<file path="src/rtl/msdap_pot_mac_engine.sv">
// Power-of-two coefficient MAC engine for the MSDAP filter.
// For each accepted sample the engine walks CH channels in turn. Each channel
// has NUM_U groups, and every group j holds r_j signed taps. The partial sums
// are weighted by 2^-(NUM_U-j) by applying one arithmetic right shift after
// every group. The rj-count, coefficient and sample memories sit outside the
// block and have a one-cycle read latency.
module msdap_pot_mac_engine #(
  parameter int DATA_W  = 16,
  parameter int FRAC_W  = 16,
  parameter int ACC_W   = 40,
  parameter int NUM_U   = 16,
  parameter int RJ_W    = 8,
  parameter int COEF_AW = 9,
  parameter int X_AW    = 8,
  parameter int CH      = 2,
  localparam int UW     = $clog2(NUM_U),
  localparam int CHW    = (CH > 1) ? $clog2(CH) : 1
) (
  input  logic                     sClk,
  input  logic                     reset,
  input  logic                     start,
  input  logic                     sleep,
  input  logic                     sat_en,
  input  logic                     sample_valid,
  output logic                     sample_ready,
  input  logic [X_AW-1:0]          n,
  input  logic                     x_wrapped,
  output logic                     rj_rd_en,
  output logic [CHW+UW-1:0]        rj_addr,
  input  logic [RJ_W-1:0]          rj_data,
  output logic                     h_rd_en,
  output logic [CHW+COEF_AW-1:0]   h_addr,
  input  logic [15:0]              h_data,
  output logic                     x_rd_en,
  output logic [CHW+X_AW-1:0]      x_addr,
  input  logic [DATA_W-1:0]        x_data,
  output logic [ACC_W-1:0]         y,
  output logic [CHW-1:0]           y_ch,
  output logic                     y_valid,
  output logic                     coef_err
);

  // hptr carries one extra bit so that "table exhausted" (hptr == H_DEPTH)
  // can be seen without wrapping back to entry 0.
  localparam int HPW = COEF_AW + 1;

  typedef enum logic [2:0] {
    S_IDLE   = 3'd0,
    S_RJ_RD  = 3'd1,
    S_RJ_LAT = 3'd2,
    S_H_RD   = 3'd3,
    S_H_LAT  = 3'd4,
    S_X_LAT  = 3'd5,
    S_SHIFT  = 3'd6,
    S_OUT    = 3'd7
  } state_t;

  state_t            state_q;
  logic [X_AW-1:0]   n_q;
  logic              wrapped_q;
  logic [CHW-1:0]    ch_q;
  logic [UW-1:0]     j_q;
  logic [HPW-1:0]    hptr_q;
  logic [RJ_W-1:0]   rj_q;
  logic [RJ_W-1:0]   cnt_q;
  logic              sign_q;
  logic              skip_q;
  logic [ACC_W-1:0]  u_q;
  logic [ACC_W-1:0]  y_q;
  logic [CHW-1:0]    y_ch_q;
  logic              y_valid_q;
  logic              coef_err_q;
  logic              rj_rd_en_q;
  logic              h_rd_en_q;

  logic [X_AW:0]     idx_d;
  logic              skip_d;
  logic [ACC_W-1:0]  xa_d;
  logic [ACC_W-1:0]  u_acc_d;
  logic [ACC_W-1:0]  u_shift_d;
  logic [HPW-1:0]    hptr_inc_d;
  logic [RJ_W-1:0]   cnt_inc_d;
  logic              last_j_d;
  logic              last_ch_d;

  // Sign-extend a sample to accumulator width and place it FRAC_W bits up.
  function automatic logic [ACC_W-1:0] align_x(input logic [DATA_W-1:0] x);
    logic [ACC_W-1:0] ext;
    ext = {{(ACC_W-DATA_W){x[DATA_W-1]}}, x};
    return ext << FRAC_W;
  endfunction

  // Add or subtract with one guard bit. Overflow is either clamped or left to
  // wrap in two's complement.
  function automatic logic [ACC_W-1:0] mac_add(input logic [ACC_W-1:0] a,
                                                input logic [ACC_W-1:0] b,
                                                input logic             sub,
                                                input logic             sat);
    logic [ACC_W:0]   s;
    logic [ACC_W-1:0] res;
    if (sub) begin
      s = {a[ACC_W-1], a} - {b[ACC_W-1], b};
    end else begin
      s = {a[ACC_W-1], a} + {b[ACC_W-1], b};
    end
    if (sat && (s[ACC_W] != s[ACC_W-1])) begin
      res = s[ACC_W] ? {1'b1, {(ACC_W-1){1'b0}}} : {1'b0, {(ACC_W-1){1'b1}}};
    end else begin
      res = s[ACC_W-1:0];
    end
    return res;
  endfunction

  // Sample index n-k. A borrow before the history has filled means the tap
  // refers to a sample that does not exist yet, so it contributes zero.
  assign idx_d      = {1'b0, n_q} - {1'b0, h_data[X_AW-1:0]};
  assign skip_d     = idx_d[X_AW] & ~wrapped_q;
  assign xa_d       = skip_q ? {ACC_W{1'b0}} : align_x(x_data);
  assign u_acc_d    = mac_add(u_q, xa_d, sign_q, sat_en);
  assign u_shift_d  = {u_q[ACC_W-1], u_q[ACC_W-1:1]};
  assign hptr_inc_d = hptr_q + HPW'(1);
  assign cnt_inc_d  = cnt_q + RJ_W'(1);
  assign last_j_d   = (j_q == UW'(NUM_U - 1));
  assign last_ch_d  = (ch_q == CHW'(CH - 1));

  // The sample read has to be issued in the same cycle the coefficient arrives,
  // so that x_data is ready in X_LAT. For this reason it is decoded from the
  // registered state and the returned tap.
  assign x_rd_en      = (state_q == S_H_LAT) && !skip_d;
  assign x_addr       = (state_q == S_H_LAT) ? {ch_q, idx_d[X_AW-1:0]} : {(CHW+X_AW){1'b0}};
  assign sample_ready = (state_q == S_IDLE) && !sleep;
  assign rj_rd_en     = rj_rd_en_q;
  assign rj_addr      = {ch_q, j_q};
  assign h_rd_en      = h_rd_en_q;
  assign h_addr       = {ch_q, hptr_q[COEF_AW-1:0]};
  assign y            = y_q;
  assign y_ch         = y_ch_q;
  assign y_valid      = y_valid_q;
  assign coef_err     = coef_err_q;

  // Sequencer: channel/group/tap walk, accumulation and result registers.
  always_ff @(posedge sClk) begin
    if (!reset || start) begin
      // reset dominates start; both return the engine to an idle, cleared state
      state_q    <= S_IDLE;
      n_q        <= {X_AW{1'b0}};
      wrapped_q  <= 1'b0;
      ch_q       <= {CHW{1'b0}};
      j_q        <= {UW{1'b0}};
      hptr_q     <= {HPW{1'b0}};
      rj_q       <= {RJ_W{1'b0}};
      cnt_q      <= {RJ_W{1'b0}};
      sign_q     <= 1'b0;
      skip_q     <= 1'b0;
      u_q        <= {ACC_W{1'b0}};
      y_q        <= {ACC_W{1'b0}};
      y_ch_q     <= {CHW{1'b0}};
      y_valid_q  <= 1'b0;
      coef_err_q <= 1'b0;
      rj_rd_en_q <= 1'b0;
      h_rd_en_q  <= 1'b0;
    end else begin
      rj_rd_en_q <= 1'b0;
      h_rd_en_q  <= 1'b0;
      y_valid_q  <= 1'b0;
      case (state_q)
        S_IDLE: begin
          if (sample_valid && sample_ready) begin
            n_q        <= n;
            wrapped_q  <= x_wrapped;
            ch_q       <= {CHW{1'b0}};
            j_q        <= {UW{1'b0}};
            hptr_q     <= {HPW{1'b0}};
            u_q        <= {ACC_W{1'b0}};
            rj_rd_en_q <= 1'b1;
            state_q    <= S_RJ_RD;
          end
        end
        S_RJ_RD: begin
          state_q <= S_RJ_LAT;
        end
        S_RJ_LAT: begin
          rj_q  <= rj_data;
          cnt_q <= {RJ_W{1'b0}};
          if (rj_data == {RJ_W{1'b0}}) begin
            state_q <= S_SHIFT;
          end else if (hptr_q[COEF_AW]) begin
            coef_err_q <= 1'b1;
            state_q    <= S_SHIFT;
          end else begin
            h_rd_en_q <= 1'b1;
            state_q   <= S_H_RD;
          end
        end
        S_H_RD: begin
          state_q <= S_H_LAT;
        end
        S_H_LAT: begin
          sign_q  <= h_data[8];
          skip_q  <= skip_d;
          state_q <= S_X_LAT;
        end
        S_X_LAT: begin
          u_q    <= u_acc_d;
          hptr_q <= hptr_inc_d;
          cnt_q  <= cnt_inc_d;
          if (cnt_inc_d == rj_q) begin
            state_q <= S_SHIFT;
          end else if (hptr_inc_d[COEF_AW]) begin
            coef_err_q <= 1'b1;
            state_q    <= S_SHIFT;
          end else begin
            h_rd_en_q <= 1'b1;
            state_q   <= S_H_RD;
          end
        end
        S_SHIFT: begin
          u_q <= u_shift_d;
          if (last_j_d) begin
            y_q       <= u_shift_d;
            y_ch_q    <= ch_q;
            y_valid_q <= 1'b1;
            state_q   <= S_OUT;
          end else begin
            j_q        <= j_q + UW'(1);
            rj_rd_en_q <= 1'b1;
            state_q    <= S_RJ_RD;
          end
        end
        S_OUT: begin
          if (last_ch_d) begin
            state_q <= S_IDLE;
          end else begin
            ch_q       <= ch_q + CHW'(1);
            u_q        <= {ACC_W{1'b0}};
            hptr_q     <= {HPW{1'b0}};
            j_q        <= {UW{1'b0}};
            rj_rd_en_q <= 1'b1;
            state_q    <= S_RJ_RD;
          end
        end
        default: begin
          state_q <= S_IDLE;
        end
      endcase
    end
  end

endmodule
</file>
<file path="config.mk">
export PLATFORM = sky130hd
export DESIGN_NAME = msdap_pot_mac_engine
export DESIGN_NICKNAME = d
export VERILOG_FILES = /design/src/rtl/msdap_pot_mac_engine.sv
export SDC_FILE = /design/constraint.sdc
export NUM_CORES = 1
export LEC_CHECK = 0
export CORE_UTILIZATION = 45
export DETAILED_ROUTE_END_ITERATION = 10
export PLACE_DENSITY = 0.69
export SLEW_MARGIN = 20
export SYNTH_ARGS = -nofsm -noshare
export SYNTH_HDL_FRONTEND = slang
export SYNTH_SLANG_ARGS = --single-unit
</file>
<file path="constraint.sdc">
create_clock -name sClk -period 12.5 [get_ports sClk]
set_input_delay 3.75 -clock sClk [delete_from_list [all_inputs] [get_ports sClk]]
set_output_delay 3.75 -clock sClk [all_outputs]
set_load 0.1 [all_outputs]
</file>
Fig. 1: signal wires by layer
Bar = 50 µm.
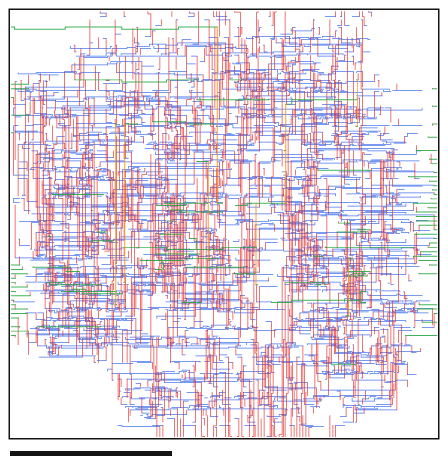
| layer | colour | wire length |
|---|---|---|
| metal 2 | red | 9330 µm |
| metal 3 | green | 818 µm |
| metal 1 | blue | 9340 µm |
| metal 4 | orange | 277 µm |

Fig. 2: selected gate families
Bar = 50 µm.
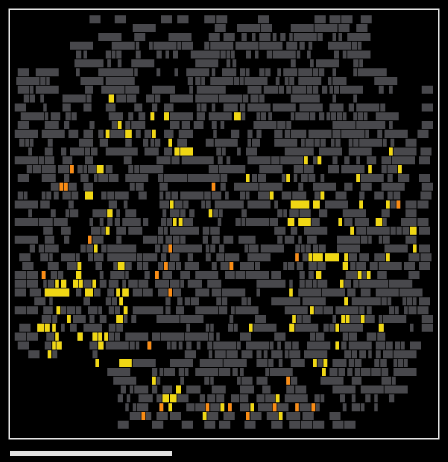
| family | colour | cells | most used |
|---|---|---|---|
| NOR gates | yellow | 107 | nor2_1 |
| inverters | orange | 23 | inv_1 |

Fig. 3: cell placement
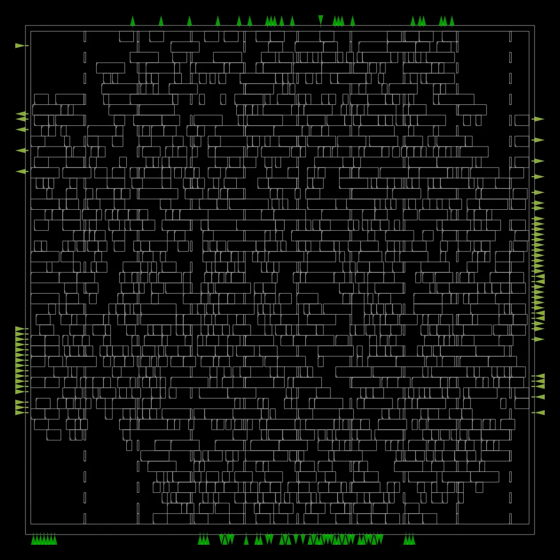
final cell count without fillers: 1286
number of fill cells: 1556
final core occ: 56.7%

Fig. 4: cells coloured by class
Bar = 50 µm. Fill, decap, tap and diode cells in grey.
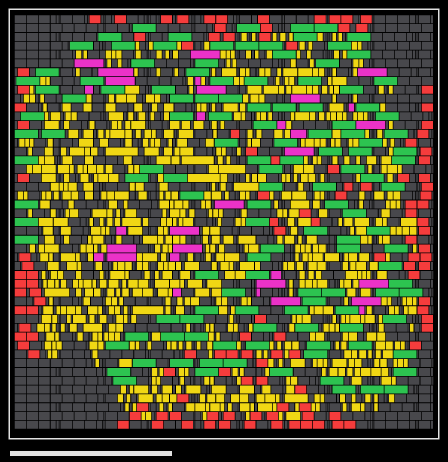
| class | colour | cells | share of their area |
|---|---|---|---|
| flops | green | 128 | 28% |
| combinational and other logic | yellow | 784 | 52% |
| other buffers and delay cells | red | 123 | 13% |
| clock drivers and dummy loads | magenta | 31 | 6.1% |

Fig. 5: metal 4
Bar = 50 µm.
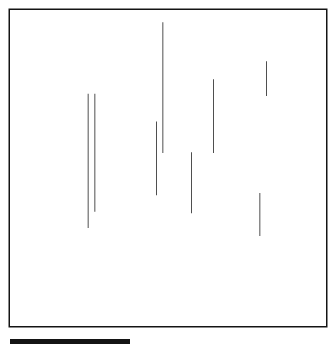
share of all routed wire: 1.4%
nets with wire on the layer: 6
longest straight run: 55.8 µm

==> impl_report.txt <==
FLOW METRICS REPORT
----------------------------------------------------
[Run status]
  Status ........................ completed

[Placed design]
  Cell count after placement ........................ approximately 1.3k
  DP HPWL ........................ 13.7 mm
  Final estimated routing congestion in global placement ........................ between 0.8 and 0.9
  PortBufs ........................ approximately 120
  Worst slack at placement ........................ about 1.8 ns
  Placement Cell Area ........................ approximately 0.0088 mm²

[Layout]
  Sequential share of cell area ........................ 27.3%
  ClkCell Share ........................ around 5.9%
  Comb. cell area ........................ about 0.0047 mm²
  Clock buf count ........................ 19
  Cell area after layout ........................ 0.00938 mm²
  Sequential standard cell area ........................ 0.00256 mm²
  Portion of the layout cell area used by non-clock buffers ........................ around 13%
  Non-clock buffer count in the final layout ........................ 123
  Comb/total area ........................ about half
  Inverters ........................ 23
  Registers ........................ 128
  Share of final-layout standard cells stronger than drive strength 1 ........................ 6.94%
  # diodes ........................ 0
  Synthesis-to-layout area growth ........................ 23.2%
  Dominant kind of cell ........................ combinational gates
  Multi-input gates ........................ 761

[Hold path]
  Worst hold path stage count ........................ 2
  Min-delay worst type ........................ register to register
  Worst-case hold path end point ........................ y[0]
  Hold wc startpoint ........................ u_q[1]

[Global routing]
  Wire length of the first global-routing pass ........................ 32.6 mm
  Fraction of met3 tracks used by global routing ........................ 4.11%
  Antenna violations before repair ........................ 0
  Maximum number of pins on one net before global-route repair ........................ 61
  Met2 GRT Util ........................ 38.2%
  All-Layer GR Usage ........................ between 20% and 30%
  Global route overflow ........................ 0
  Number of global-route vias before repair ........................ 6464

[Synth]
  Netlist area before placement ........................ around 0.0076 mm²
  Most area-hungry cell type in the Yosys netlist ........................ dfxtp_1
  Synth top area cells ........................ dfxtp_1 (34%), a21oi_1 (9.3%), nand2_1 (8.7%)
  Area share of and/or/nand/nor cells after synthesis ........................ 20.8%
  Post-Syn Instances ........................ 977
  Post-synthesis share of cell area spent on and-or and or-and gates ........................ 27.7%
  Syn Area/Cell ........................ approximately 7.8 µm²
  Synthesis-stage register bit count ........................ 128
  Post-synthesis share of cell area spent on xor and xnor gates ........................ 6.13%
  Post-synthesis net count ........................ 1069
  Adder-cell share of the synthesized area ........................ 6.18%
  Top logic family ........................ AND-OR/OR-AND gates
  Count of yosys warnings during synthesis ........................ 0
  Count of cell types in the netlist ........................ 74
  EDFF count, synth ........................ 0
  Mux share ........................ less than 1%
  Share of Yosys cell area claimed by the top area cell type ........................ 33.7%
  Prevailing post-synth register cell ........................ dfxtp_1
  Total cells reported by yosys after synthesis ........................ 977
  Ranking of synthesized cells by instance count ........................ nand2_1 (177), a21oi_1 (142), dfxtp_1 (128), nor2_1 (70), o21ai_0 (46)
  Async set or reset register ratio after synthesis ........................ 0%

[Power and ir drop]
  Switching power ........................ 0.247 mW
  Largest voltage drop on the vdd net ........................ 0.0000961 V
  Internal cell power ........................ 0.726 mW
  Leading power group ........................ the clock network
  Power consumption ........................ 0.973 mW
  Power share of the combinational group ........................ approximately a tenth
  Clock Power Share ........................ roughly half
  Power Combinational ........................ about 0.094 mW
  Leakage power ........................ 3.29 nW
  Pwr per Cell Area ........................ 104 mW/mm²
  Reg power frac ........................ 42.2%
  Power dissipated in the clock network ........................ 0.468 mW
  Seq pwr ........................ 0.411 mW

[Route]
  Met3 WL ........................ approximately 800 µm
  Number of design rule violations left after detail routing ........................ 0
  Topmost layer with routed signal wires ........................ met4
  Antenna viol nets, final ........................ 0
  Post-detailed-route wirelength per cell ........................ around 15 µm
  Routed vias ........................ 7172
  Via density per instance ........................ 5.58
  Drt total wl ........................ 19.8 mm
  Starting DRT DRC Count ........................ 528
  Total length of routed met2 wires ........................ approximately 9.3 mm

[Critical path]
  Category of the most critical setup path ........................ input pin to output port
  Ordered cell list for the critical path ........................ clkdlybuf4s50_1 > inv_1 > ha_1 > a21o_1 > a21o_1 > a21o_1 > a21o_1 > a21o_1 > a21oi_1 > xor2_1 > nor2_1 > clkdlybuf4s50_1
  Category of cells accounting for the largest share of critical-path delay ........................ buffers and inverters
  Most used cell, CP ........................ a21o_1
  CP Max Fanout ........................ 2
  R2R setup slack ........................ 6.14 ns
  CP Capture Point ........................ x_addr[7]
  Depth of the critical timing path with buffers and inverters included ........................ 12
  Worst Path Buf+Inv ........................ 3
  Critical register-to-register path endpoint ........................ u_q[15]
  CP arrival ........................ roughly 7.0 ns
  CP Launch Point ........................ h_data[1]
  Worst path slowest cell ........................ clkdlybuf4s50_1
  Nature of the critical path endpoint ........................ output port
  Crit start category ........................ input pin
  RR Startpoint ........................ skip_q
  Data required time at the worst endpoint ........................ 8.75 ns
  Max incr delay on CP ........................ 1.14 ns

[CTS]
  Clock buffer depth ........................ 2
  TritonCTS clock tree ........................ done
  Num CTS Buffers ........................ 17
  Clk pin slew, worst setup/hold paths ........................ ~0.060 ns
  Number of gates resized after cts ........................ 0
  Clock latency at the later pin of the worst-skew pair ........................ 0.42 ns
  Count of H-tree levels built during CTS ........................ 4
  Root Buffer Master ........................ clkbuf_16
  Post-CTS setup-driven buffer insertion count ........................ 0
  Clock sink total ........................ 128
  Hold_buf cts ........................ 0

[Run]
  Tool warnings ........................ 33
  Max-cap violation count ........................ 0

[Timing]
  Count of final hold-check violations ........................ 0
  Slew @ Worst Pin ........................ 1.06 ns
  Final min period ........................ 10.73 ns
  Setup skew after layout ........................ 0.00800 ns
  Final setup vio count ........................ 0
  RSZ-0062 raised after global routing ........................ no
  FMAX ........................ 93.2 MHz
  Relative slew margins ........................ 29.2%
  Worst setup margin ........................ 1.77 ns

[Floorplan]
  IO Count ........................ 126
  Die Area ........................ 0.0174 mm²
  Die Y ........................ 132 µm
  Starting density of the core ........................ 46.1%
  TAP cells ........................ 220
  Die width ........................ about 130 µm

----------------------------------------------------
-- layout by cell type (no fill, tap or decap), types with 16 or more instances in the layout --
cell type        instances
nand2_1                177
a21oi_1                142
dfxtp_1                128
clkdlybuf4s50_1        118
nor2_1                  68
o21ai_0                 46
ha_1                    36
xnor2_1                 27
inv_1                   22
xor2_1                  20
a22oi_1                 20
nor3_1                  17
nand3_1                 17
clkbuf_16               17
a21o_1                  16
-- registers in the layout, indices dropped and copies added (netlist names), 3 cells and up --
| name | count |
|---|---|
| cnt_q | 8 |
| hptr_q | 10 |
| j_q | 4 |
| n_q | 8 |
| rj_q | 8 |
| state_q | 3 |
| u_q | 39 |
| y | 39 |
Power and IR drop assume default switching activity.
